[config.mk]
export PLATFORM = sky130hd
export DESIGN_NAME = calc_ctrl_flat
export DESIGN_NICKNAME = d
export VERILOG_FILES = /design/src/rtl/calc_ctrl_if.sv /design/src/rtl/calc_ctrl.sv /design/src/flat_wrapper.sv
export SDC_FILE = /design/constraint.sdc
export NUM_CORES = 1
export LEC_CHECK = 0
export CAP_MARGIN = 20
export CORE_MARGIN = 2
export CORE_UTILIZATION = 57
export DETAILED_ROUTE_END_ITERATION = 8
export PLACE_DENSITY = 0.88
export SLEW_MARGIN = 20
export SYNTH_ARGS = -nofsm -noshare
export SYNTH_HDL_FRONTEND = slang
export SYNTH_SLANG_ARGS = --single-unit
[constraint.sdc]
create_clock -name clk -period 5.66 [get_ports clk]
set_clock_uncertainty 0.2 [all_clocks]
set_input_delay 0.849 -clock clk [delete_from_list [all_inputs] [get_ports clk]]
set_output_delay 0.849 -clock clk [all_outputs]
set_load 0.005 [all_outputs]
[src/rtl/calc_ctrl_if.sv]
// calc_ctrl_if: bundle of the key, ALU and display signals around calc_ctrl.
//   master : key source / ALU / display side (drives keys and ALU results)
//   slave  : the calc_ctrl controller (drives operands, start, display, status)
//   key_valid/key_code : one-cycle translated key event
//   alu_done/alu_res/alu_err : ALU result handshake
//   op_a/op_b/op_sel/alu_start : operation request to the ALU
//   disp_val/disp_op : display value and operator annunciator
//   state/busy/error : controller status
interface calc_ctrl_if;
    logic        key_valid;
    logic [3:0]  key_code;
    logic        alu_done;
    logic [15:0] alu_res;
    logic        alu_err;
    logic [15:0] op_a;
    logic [15:0] op_b;
    logic [1:0]  op_sel;
    logic        alu_start;
    logic [15:0] disp_val;
    logic [1:0]  disp_op;
    logic [2:0]  state;
    logic        busy;
    logic        error;

    modport master (
        output key_valid, key_code, alu_done, alu_res, alu_err,
        input  op_a, op_b, op_sel, alu_start, disp_val, disp_op, state, busy, error
    );

    modport slave (
        input  key_valid, key_code, alu_done, alu_res, alu_err,
        output op_a, op_b, op_sel, alu_start, disp_val, disp_op, state, busy, error
    );
endinterface

[src/rtl/calc_ctrl.sv]
// calc_ctrl: keypad calculator sequencing controller. Assembles two 4-digit
// BCD operands and an operator from key events, runs the ALU start/done
// handshake with a timeout, and selects the display value.
//   clk    : system clock
//   resetn : asynchronous active-low reset
//   bus    : calc_ctrl_if.slave (keys, ALU handshake, operands, display, status)
// Every output is a register; next-state values are computed combinationally
// and the display/status registers are loaded from those next values so they
// change on the same edge as the state.
module calc_ctrl #(
    parameter int ALU_TIMEOUT = 64
) (
    input  logic         clk,
    input  logic         resetn,
    calc_ctrl_if.slave   bus
);
    localparam logic [2:0] ST_ENTER_A  = 3'd0;
    localparam logic [2:0] ST_OP_WAIT  = 3'd1;
    localparam logic [2:0] ST_ENTER_B  = 3'd2;
    localparam logic [2:0] ST_EXEC     = 3'd3;
    localparam logic [2:0] ST_SHOW_RES = 3'd4;
    localparam logic [2:0] ST_ERROR    = 3'd5;

    localparam int              TW       = $clog2(ALU_TIMEOUT) + 1;
    localparam logic [TW-1:0]   TMO_LAST = TW'(ALU_TIMEOUT - 1);
    localparam logic [TW-1:0]   TMO_ONE  = TW'(1);
    localparam logic [TW-1:0]   TMO_ZERO = TW'(0);

    // Map an operator key to op_sel; non-operator keys map to 00.
    function automatic logic [1:0] op_decode(input logic [3:0] code);
        case (code)
            4'd10:   op_decode = 2'b01;
            4'd11:   op_decode = 2'b10;
            4'd14:   op_decode = 2'b11;
            default: op_decode = 2'b00;
        endcase
    endfunction

    // Shift one BCD digit into the least significant nibble.
    function automatic logic [15:0] shift_digit(input logic [15:0] val, input logic [3:0] digit);
        shift_digit = {val[11:0], digit};
    endfunction

    logic [2:0]    state_r, state_s;
    logic [15:0]   a_r, a_s, b_r, b_s, res_r, res_s, disp_r, disp_s;
    logic [1:0]    op_r, op_s;
    logic [2:0]    cnt_a_r, cnt_a_s, cnt_b_r, cnt_b_s;
    logic [TW-1:0] tmo_r, tmo_s;
    logic          start_r, start_s;
    logic          busy_r, error_r;
    logic          is_digit_s, is_op_s, is_clr_s, is_eq_s;

    assign is_digit_s = bus.key_valid && (bus.key_code <= 4'd9);
    assign is_op_s    = bus.key_valid && (op_decode(bus.key_code) != 2'b00);
    assign is_clr_s   = bus.key_valid && (bus.key_code == 4'd12);
    assign is_eq_s    = bus.key_valid && (bus.key_code == 4'd13);

    // Next-state and datapath update for one accepted key / ALU event.
    always_comb begin
        state_s = state_r;
        a_s     = a_r;
        b_s     = b_r;
        res_s   = res_r;
        op_s    = op_r;
        cnt_a_s = cnt_a_r;
        cnt_b_s = cnt_b_r;
        tmo_s   = tmo_r;
        start_s = 1'b0;
        if (is_clr_s) begin
            // Clear has priority over everything, including a same-cycle alu_done.
            state_s = ST_ENTER_A;
            a_s     = 16'h0000;
            b_s     = 16'h0000;
            res_s   = 16'h0000;
            op_s    = 2'b00;
            cnt_a_s = 3'd0;
            cnt_b_s = 3'd0;
            tmo_s   = TMO_ZERO;
        end else begin
            case (state_r)
                ST_ENTER_A: begin
                    if (is_digit_s && (cnt_a_r != 3'd4)) begin
                        a_s     = shift_digit(a_r, bus.key_code);
                        cnt_a_s = cnt_a_r + 3'd1;
                    end else if (is_op_s) begin
                        op_s    = op_decode(bus.key_code);
                        state_s = ST_OP_WAIT;
                    end else begin
                        state_s = ST_ENTER_A;
                    end
                end
                ST_OP_WAIT: begin
                    if (is_op_s) begin
                        op_s = op_decode(bus.key_code);
                    end else if (is_digit_s) begin
                        b_s     = {12'h000, bus.key_code};
                        cnt_b_s = 3'd1;
                        state_s = ST_ENTER_B;
                    end else begin
                        state_s = ST_OP_WAIT;
                    end
                end
                ST_ENTER_B: begin
                    if (is_digit_s && (cnt_b_r != 3'd4)) begin
                        b_s     = shift_digit(b_r, bus.key_code);
                        cnt_b_s = cnt_b_r + 3'd1;
                    end else if (is_eq_s) begin
                        state_s = ST_EXEC;
                        start_s = 1'b1;
                        tmo_s   = TMO_ZERO;
                    end else begin
                        state_s = ST_ENTER_B;
                    end
                end
                ST_EXEC: begin
                    // alu_done is not trusted during the start-pulse cycle.
                    tmo_s = tmo_r + TMO_ONE;
                    if (!start_r && bus.alu_done && !bus.alu_err) begin
                        res_s   = bus.alu_res;
                        state_s = ST_SHOW_RES;
                    end else if (!start_r && bus.alu_done) begin
                        state_s = ST_ERROR;
                    end else if (tmo_r == TMO_LAST) begin
                        state_s = ST_ERROR;
                    end else begin
                        state_s = ST_EXEC;
                    end
                end
                ST_SHOW_RES: begin
                    if (is_digit_s) begin
                        a_s     = {12'h000, bus.key_code};
                        b_s     = 16'h0000;
                        cnt_a_s = 3'd1;
                        op_s    = 2'b00;
                        state_s = ST_ENTER_A;
                    end else if (is_op_s) begin
                        // Chaining: the previous result becomes a full operand A.
                        a_s     = res_r;
                        cnt_a_s = 3'd4;
                        op_s    = op_decode(bus.key_code);
                        state_s = ST_OP_WAIT;
                    end else begin
                        state_s = ST_SHOW_RES;
                    end
                end
                ST_ERROR: begin
                    state_s = ST_ERROR;
                end
                default: begin
                    state_s = ST_ENTER_A;
                    a_s     = 16'h0000;
                    b_s     = 16'h0000;
                    res_s   = 16'h0000;
                    op_s    = 2'b00;
                    cnt_a_s = 3'd0;
                    cnt_b_s = 3'd0;
                    tmo_s   = TMO_ZERO;
                end
            endcase
        end
    end

    // Display selection from the next state so it updates with the state.
    always_comb begin
        disp_s = 16'h0000;
        case (state_s)
            ST_ENTER_A, ST_OP_WAIT: disp_s = a_s;
            ST_ENTER_B, ST_EXEC:    disp_s = b_s;
            ST_SHOW_RES:            disp_s = res_s;
            ST_ERROR:               disp_s = 16'hEEEE;
            default:                disp_s = 16'h0000;
        endcase
    end

    // Controller state and output registers.
    always_ff @(posedge clk or negedge resetn) begin
        if (!resetn) begin
            state_r <= ST_ENTER_A;
            a_r     <= 16'h0000;
            b_r     <= 16'h0000;
            res_r   <= 16'h0000;
            disp_r  <= 16'h0000;
            op_r    <= 2'b00;
            cnt_a_r <= 3'd0;
            cnt_b_r <= 3'd0;
            tmo_r   <= TMO_ZERO;
            start_r <= 1'b0;
            busy_r  <= 1'b0;
            error_r <= 1'b0;
        end else begin
            state_r <= state_s;
            a_r     <= a_s;
            b_r     <= b_s;
            res_r   <= res_s;
            disp_r  <= disp_s;
            op_r    <= op_s;
            cnt_a_r <= cnt_a_s;
            cnt_b_r <= cnt_b_s;
            tmo_r   <= tmo_s;
            start_r <= start_s;
            busy_r  <= (state_s == ST_EXEC);
            error_r <= (state_s == ST_ERROR);
        end
    end

    assign bus.op_a      = a_r;
    assign bus.op_b      = b_r;
    assign bus.op_sel    = op_r;
    assign bus.disp_op   = op_r;
    assign bus.alu_start = start_r;
    assign bus.disp_val  = disp_r;
    assign bus.state     = state_r;
    assign bus.busy      = busy_r;
    assign bus.error     = error_r;
endmodule

[src/flat_wrapper.sv]
// flat-port wrapper written by rule: the top's interface ports become plain ports
module calc_ctrl_flat 
#(
    parameter int ALU_TIMEOUT = 64
)
  (clk, resetn, bus_key_valid, bus_key_code, bus_alu_done, bus_alu_res, bus_alu_err, bus_op_a, bus_op_b, bus_op_sel, bus_alu_start, bus_disp_val, bus_disp_op, bus_state, bus_busy, bus_error);
  calc_ctrl_if bus_i ();
  input  logic clk;
  input  logic resetn;
  input wire logic [$bits(bus_i.key_valid)-1:0] bus_key_valid;
  input wire logic [$bits(bus_i.key_code)-1:0] bus_key_code;
  input wire logic [$bits(bus_i.alu_done)-1:0] bus_alu_done;
  input wire logic [$bits(bus_i.alu_res)-1:0] bus_alu_res;
  input wire logic [$bits(bus_i.alu_err)-1:0] bus_alu_err;
  output wire logic [$bits(bus_i.op_a)-1:0] bus_op_a;
  output wire logic [$bits(bus_i.op_b)-1:0] bus_op_b;
  output wire logic [$bits(bus_i.op_sel)-1:0] bus_op_sel;
  output wire logic [$bits(bus_i.alu_start)-1:0] bus_alu_start;
  output wire logic [$bits(bus_i.disp_val)-1:0] bus_disp_val;
  output wire logic [$bits(bus_i.disp_op)-1:0] bus_disp_op;
  output wire logic [$bits(bus_i.state)-1:0] bus_state;
  output wire logic [$bits(bus_i.busy)-1:0] bus_busy;
  output wire logic [$bits(bus_i.error)-1:0] bus_error;
  assign bus_i.key_valid = bus_key_valid;
  assign bus_i.key_code = bus_key_code;
  assign bus_i.alu_done = bus_alu_done;
  assign bus_i.alu_res = bus_alu_res;
  assign bus_i.alu_err = bus_alu_err;
  assign bus_op_a = bus_i.op_a;
  assign bus_op_b = bus_i.op_b;
  assign bus_op_sel = bus_i.op_sel;
  assign bus_alu_start = bus_i.alu_start;
  assign bus_disp_val = bus_i.disp_val;
  assign bus_disp_op = bus_i.disp_op;
  assign bus_state = bus_i.state;
  assign bus_busy = bus_i.busy;
  assign bus_error = bus_i.error;
  calc_ctrl #(.ALU_TIMEOUT(ALU_TIMEOUT)) u_core (.clk(clk), .resetn(resetn), .bus(bus_i));
endmodule
==> out/results.ini, run 1 <==
[critical_path]
cp_slowest_cell = clkdlybuf4s50_1
ff2ff_setup_slack_ns = 2.53
path_class = primary input to flop
path_max_fanout = 22

[detailed_routing]
met3_length_um = 1506
drcViolationCount = 0
first_iter_violations = 449

[cells_and_area]
comb_area_mm2 = 0.002168
sh_seq_area_pct = 38.31
lay_top_cells = dfrtp_1, clkdlybuf4s50_1, nor2_1, a21oi_1, nand2_1
ff_count = 85
nClkBuffers = 9
layout_top_cell = dfrtp_1
fin_nets = 561

[place]
place.gp.congestion = 0.9256

[pwr]
finalPower_uw = 2665
powerSeq_uw = 986
sw_frac_of_total_pct = 42.39
power-top-group = combinational cells
pg_comb_uw = 1220

[global_route]
grt_max_degree = 86
grt-busiest-layer = met2
met3_usage_pct = 8.139

[outcome]
status = complete, no violations

[die]
core_region_area_mm2 = 0.007767
die_x_um = 93.63

[run]
maxCapViolCount = 0

[logic_synthesis]
yosysChipArea_mm2 = 0.004579
avgSynthCellArea_um2 = 9.661
simple_gate_area_share_pct = 19.51
synth_top_area_share_pct = 46.45

**Run 1: clock nets**

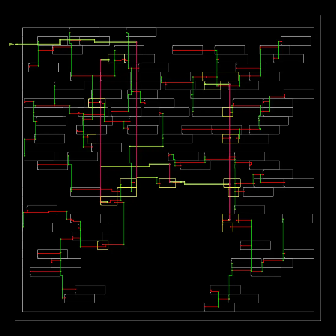
CTS buffer count: 9
clock sinks: 85

**Run 1: signal wires on met1**

(3 px per um) Supply wires on this layer in grey.
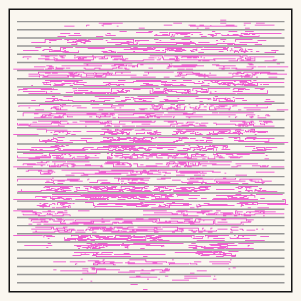
The longest straight run is 35.9 um. The layer holds 40% of the routed length. 516 nets have wire on it. The layer carries 5650 um of wire. The wires run mostly horizontal.

**Run 1: cell area per tile**

(4 px per um) The die is cut into 9 by 9 equal tiles; white is low, dark blue is high, 0 to 100% covered.
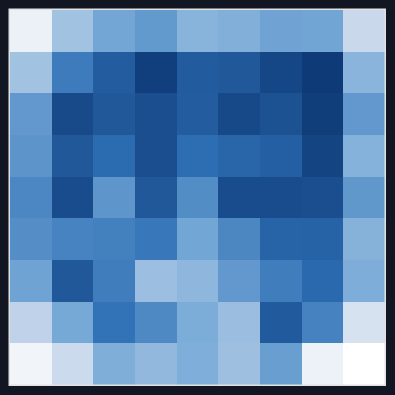
1.2% of the tiles are nearly empty. The fullest tile reaches 96%. 37% of the tiles are over 75% full. The mean over all tiles is 62%.

**Run 1: metal 3**

(4 px per um)
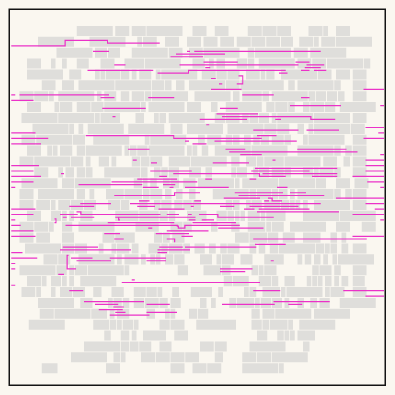

==> run 2, diff against run 1 <==
--- a/config.mk
+++ b/config.mk
@@ -7,9 +7,9 @@
 export LEC_CHECK = 0
 export CAP_MARGIN = 20
 export CORE_MARGIN = 2
-export CORE_UTILIZATION = 57
+export CORE_UTILIZATION = 48
 export DETAILED_ROUTE_END_ITERATION = 8
-export PLACE_DENSITY = 0.88
+export PLACE_DENSITY = 0.79
 export SLEW_MARGIN = 20
 export SYNTH_ARGS = -nofsm -noshare
 export SYNTH_HDL_FRONTEND = slang
==> constraint.sdc (replaced) <==
create_clock -name clk -period 3.7 [get_ports clk]
set_clock_uncertainty 0.2 [all_clocks]
set_input_delay 0.555 -clock clk [delete_from_list [all_inputs] [get_ports clk]]
set_output_delay 0.555 -clock clk [all_outputs]
set_load 0.005 [all_outputs]
**Run 2: metal 3**

(4 px per um)
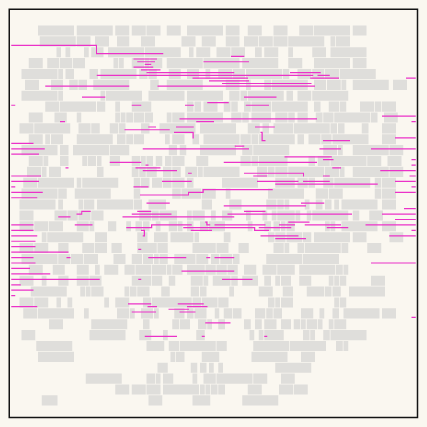
The layer carries 1130 um of wire. The longest straight run is 53.8 um.

==> out/results.ini, run 2 <==
[critical_path]
critical_path.endpoint = u_core.bus.disp_val[7]
cp.required_ns = 3.72
path_class = primary input to flop
path_max_fanout = 20  ; -9.1%
ff2ff_setup_slack_ns = 0.82  ; -1.71 ns
cp_slowest_cell = and4_4

[outcome]
status = complete, no violations

[pwr]
pg_comb_uw = 1880  ; +54%
power_switching_uw = 1680
sw_frac_of_total_pct = 41.96  ; -0.44 points
finalPower_uw = 4005  ; +50%
comb_power_share_pct = 47.0
powerSeq_uw = 1470  ; +49%
pwr.group.clock_uw = 649

[global_route]
met3_usage_pct = 5.659  ; -2.5 points
grt-busiest-layer = met2

[cells_and_area]
lay_top_cells = dfrtp_1, clkdlybuf4s50_1, nor2_1, a21oi_1, nand2_1
comb_area_mm2 = 0.002168  ; unchanged
sh_seq_area_pct = 37.64  ; -0.67 points
ff_count = 85  ; unchanged
fin_nets = 572  ; +2.0%
register_area_mm2 = 0.002127
final_cells = 676
layout_top_cell = dfrtp_1

[logic_synthesis]
common_cells = dfrtp_1, nor2_1, a21oi_1
simple_gate_area_share_pct = 19.51  ; unchanged
avgSynthCellArea_um2 = 9.661  ; unchanged
yosysChipArea_mm2 = 0.004579  ; unchanged

[clocking]
cts_made_buffers = 9  ; unchanged
clk_latency_ns = 0.37
cts.sinks = 85  ; unchanged

[detailed_routing]
drt_pass1_iterations = 5
via_per_inst = 6.337
wire_per_inst_um = 20.12
vias = 4284

[die]
die_x_um = 101.7  ; +8.6%
die_y_um = 101.7
core_region_area_mm2 = 0.009240  ; +19%
row_count = 35
die_area_mm2 = 0.01034

[place]
place_inst = 660
place.gp.congestion = 0.9500  ; +2.6%

[run]
maxCapViolCount = 0  ; unchanged

[final_timing]
rsz0062_at_grt = false
setup_viol = 0

**Run 2: signal wires on met1**

(3 px per um) Supply wires on this layer in grey.
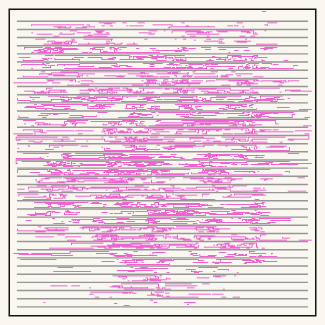

==> run 3, diff against run 2 <==
--- a/config.mk
+++ b/config.mk
@@ -7,9 +7,9 @@
 export LEC_CHECK = 0
 export CAP_MARGIN = 20
 export CORE_MARGIN = 2
-export CORE_UTILIZATION = 48
+export CORE_UTILIZATION = 53
 export DETAILED_ROUTE_END_ITERATION = 8
-export PLACE_DENSITY = 0.79
+export PLACE_DENSITY = 0.83
 export SLEW_MARGIN = 20
 export SYNTH_ARGS = -nofsm -noshare
 export SYNTH_HDL_FRONTEND = slang
==> constraint.sdc (replaced) <==
create_clock -name clk -period 3 [get_ports clk]
set_clock_uncertainty 0.2 [all_clocks]
set_input_delay 0.45 -clock clk [delete_from_list [all_inputs] [get_ports clk]]
set_output_delay 0.45 -clock clk [all_outputs]
set_load 0.005 [all_outputs]
**Run 3: signal wires on met1**

(3 px per um) Supply wires on this layer in grey.
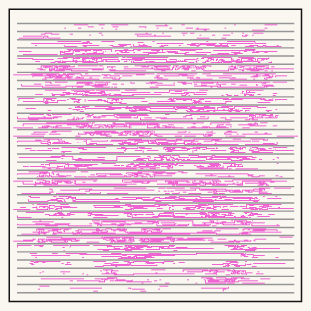
The wires run mostly horizontal. The longest straight run is 38.9 um. 532 nets have wire on it.

==> out/results.ini, run 3 <==
[cells_and_area]
sh_seq_area_pct = 36.92  ; -0.72 points
layout_top_cell = dfrtp_1
comb_area_mm2 = 0.002168  ; unchanged
register_area_mm2 = 0.002127  ; unchanged
final_cells = 669  ; -1.0%
ff_count = 85  ; unchanged

[outcome]
status = complete, no violations

[logic_synthesis]
common_cells = dfrtp_1, nor2_1, a21oi_1
avgSynthCellArea_um2 = 9.661  ; unchanged

[pwr]
power_switching_uw = 2153  ; +28%
comb_power_share_pct = 48.7  ; +1.7 points

[critical_path]
cp.required_ns = 3.06  ; -0.66 ns
critical_path.endpoint = u_core.bus.disp_val[10]
ff2ff_setup_slack_ns = 0.29  ; -0.53 ns
path_max_fanout = 18  ; -10%
path_class = flop to flop

[run]
maxCapViolCount = 0  ; unchanged

[die]
die_y_um = 96.96  ; -4.6%
die_x_um = 96.96  ; -4.6%
row_count = 33  ; -5.7%

[place]
place.gp.congestion = 0.9508  ; about the same

[clocking]
clk_latency_ns = 0.37  ; about the same

Power is estimated from default activity; no workload was simulated.
